Design mp3_bus_sched, sky130hd; sources not shown.
Figure 1. Metal layers overlaid.
Drawn at 3 px/um. Only two layers are drawn.
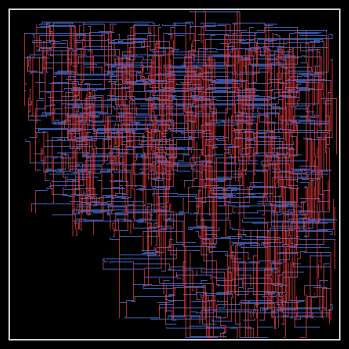
Key: blue = metal 1 [wire length 6,720 um]; red = metal 2 [wire length 8,090 um]
via count: 3,870
GRT Overall Usage: 0.2688
Total Wirelength: 15.90 mm
Wirelength per Cell: 25.44 um

Figure 2. Sequential cells grouped by signal name.
Drawn at 4 px/um. Other sequential cells in the stronger gray, the rest of the logic in the fainter gray.
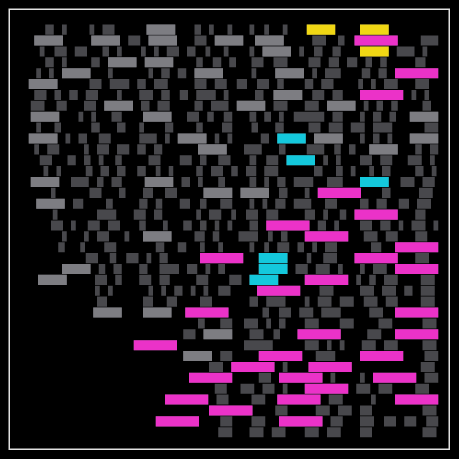
Key: cyan = `u_shift.bits_left` [flops 6]; magenta = `u_shift.sreg` [flops 32]; yellow = `state` [flops 3]
final core occ: 0.4551
sequential group power: 0.913 mW
Seq area share: 0.3855
Reg area: 1902 um^2

Figure 3. Cell classes on the final placement.
Drawn at 2 px/um.
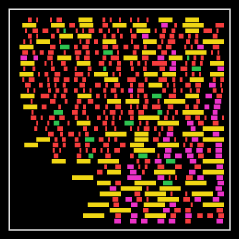
Key: yellow = sequential cells [cells 79, share of their area 40%]; green = clock drivers and dummy loads [cells 16, share of their area 3.7%]; red = combinational and other logic [cells 329, share of their area 44%]; magenta = remaining buffers and delay cells [cells 61, share of their area 13%]
row count: 38
core area: 10,840 um^2
Final Cell Area: 4933 um^2

Figure 4. Metal 3.
Drawn at 3 px/um.
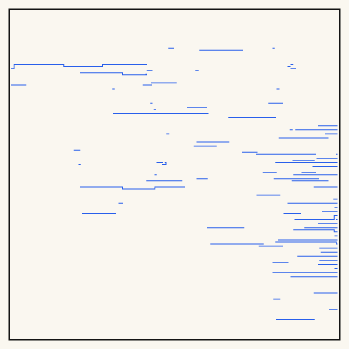
The layer holds 4.3% of the routed length. 61 nets have wire on it. The wires run mostly horizontal. The longest straight run is 31.5 um. The layer carries 688 um of wire.
met3 Use GR: 0.05868

Figure 5. Placed standard cells.
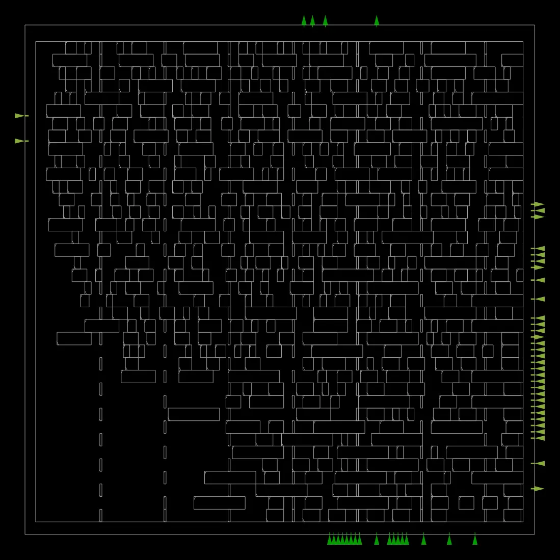
tap cells: 140
Flops: 79

==> ci_impl_report.md <==
## PnR job results

| Metric | Value |
|---|---|
| Syn_area_per_cell | 9.384 um^2 |
| Number of diodes | 0 |
| Netlist Area Pre-Place | 4129 um^2 |
| CTS H-tree depth | 3 |
| Top Metal Used | met4 |
| Worst EP required | 3.97 ns |
| Area Overhead vs Synth | 19.48% |
| Peak supply drop | 0.1838 mV |
| RSZ-0062 raised after global routing | no |
| Post-cts hold-fix buffer tally | 0 |
| Post-CTS resize count | 0 |
| Worst Path Max Fanout | 11 |
| Latency at later pin | 0.37 ns |
| Worst Reg2Reg Path Length in Cells | 6 |
| Tcrit/Tclk final | 0.7526 |
| Die W | 109.6 um |
| # DRC | 0 |
| Post-route ant nets | 0 |
| Initial DRC Count | 288 |
| Outcome | finished clean |
through the flow:
step,utilization,hold WS (ns),area [um^2]
floorplan,-,0.3857,3978
global placement,0.4384,0.4067,4752
detailed placement,0.4384,0.4440,4752
CTS,0.4544,0.4765,4926
global route,0.4551,0.5052,4933
finish,0.4551,0.4727,4933
final cells by class:
cell class / count / area, um^2 / area share
inverter: 20 / 75.07 / 0.01522
multi-input combinational: 309 / 2004 / 0.4063
clock inverter: 5 / 32.53 / 0.006594
sequential: 79 / 1902 / 0.3855
clock buffer: 11 / 141.4 / 0.02866
timing repair buffer: 61 / 603.1 / 0.1222
tap: 140 / 175.2 / 0.03551
cells by family after synthesis:
logic type | after synthesis
AOI/OAI and AO/OA | 101
xor gates and xnor gates | 20
adders and majority gates | 4
buffers and inverters | 52
DFF | 79
muxes | 1
and+or+nand+nor | 183
power by group:
| group | leakage [nW] | internal [mW] | switching (mW) | total [mW] |
|---|---|---|---|---|
| sequential | 0.663 | 0.889 | 0.0245 | 0.913 |
| combinational | 0.912 | 0.0819 | 0.105 | 0.187 |
| clock | 0.0834 | 0.255 | 0.344 | 0.598 |
synthesized netlist by cell type, types with 12 or more instances:
cell type / count / area, um^2
dfxtp_1: 47 / 940.9
nand2_1: 45 / 168.9
nor2_1: 36 / 135.1
edfxtp_1: 32 / 960.9
a22o_1: 22 / 192.7
inv_1: 19 / 71.32
clkbuf_1: 18 / 67.56
nor3_1: 18 / 90.09
xnor2_1: 15 / 131.4
nor4_1: 14 / 87.58
nand4_1: 13 / 81.33
a21oi_1: 12 / 60.06
nand3_1: 12 / 60.06
worst max-delay path, delay by kind of cell (launching register included):
kind | cells | cell delay (ns)
AND-OR/OR-AND | 2 | 1.24
flip-flops | 1 | 0.43
adder cells (fa/ha/maj) | 1 | 0.27
AND/OR/NAND/NOR | 3 | 0.72
Power figures rest on the tool's default switching activity, not on a simulated workload.
